**Met1 routing**

Scale bar: 50 um.
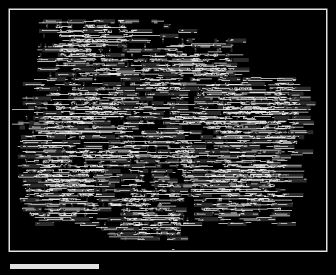
**Signal wires on met2**

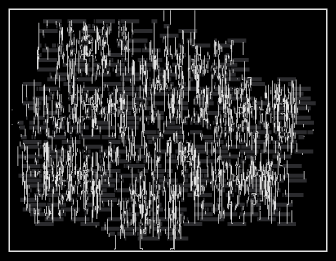
**The metal 3 layer**

Scale bar: 50 um.
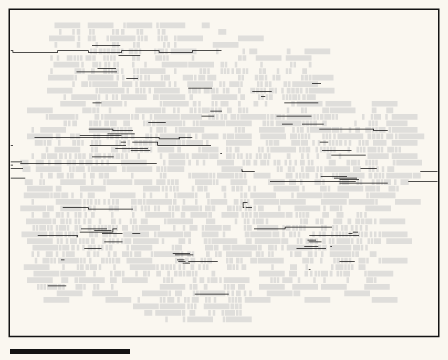
Design key_conditioner, sky130hd; sources not shown.
==> results.json <==
{
  "die_width_um": 178,
  "r2r_slack_ns": 0.60,
  "switching_power_mw": 1.28,
  "die_h_um": 136,
  "maxCapViolations": 0,
  "p_leak_nw": 4.11,
  "ys_types": 40,
  "wl_per_cell_um": 12.4,
  "ys_warn_count": 0,
  "setup_viol": 0,
  "swShare_pct": 24.1,
  "cp-start-kind": "flip-flop",
  "status": "finished, final reports clean",
  "via_per_inst": 4.90,
  "cts_resized": 0,
  "synthTopLogicFamily": "simple AND/OR/NAND/NOR gates",
  "aoi_share_pct": 3.38,
  "rsz0062_at_grt": "no",
  "fin_nets": 1281,
  "p_per_area_nw_per_um2": 479,
  "grt_overflow": 0,
  "fmax_mhz": 454,
  "cp-end-kind": "flip-flop"
}
Back to the opening pictures, 'met1 routing':
share of all routed wire	52%
nets with wire on the layer	1225
Routed WL: 19.5 mm
met1 usage in global routing: 25.7%
via count: 7689

Back to the opening pictures, 'signal wires on met2':
wire length on this layer	8210 um
share of all routed wire	42%
main direction	vertical
longest straight run	47.9 um
nets with wire on the layer	1018
routing usage on met2: 24.8%

Back to the opening pictures, 'the metal 3 layer':
wire length on this layer	920 um
longest straight run	56.6 um
share of all routed wire	4.7%
nets with wire on the layer	64
grt met3 use: 3.52%

critical path, stage by stage, from the launching register on:
cell      delay (ns)
edfxtp_1        0.39
ha_1            0.23
nand3_1         0.14
nor2_2          0.24
nand3_1         0.16
nor2_1          0.15
nor2_1          0.07
nand4_1         0.07
buf_4           0.31
metrics by stage:
stage,instances,power [mW],utilization [%],hold WS (ns),setup WS [ns]
3_3_place_gp,1536,3.02,49.4,0.300,0.641
4_1_cts,1568,5.37,52.1,0.294,0.616
5_1_grt,1568,5.51,52.1,0.306,0.413
3_5_place_dp,1536,3.03,49.4,0.297,0.550
2_1_floorplan,1238,2.98,-,0.265,0.405
6_report,1568,5.30,52.1,0.304,0.595
Power is estimated from default activity; no workload was simulated.
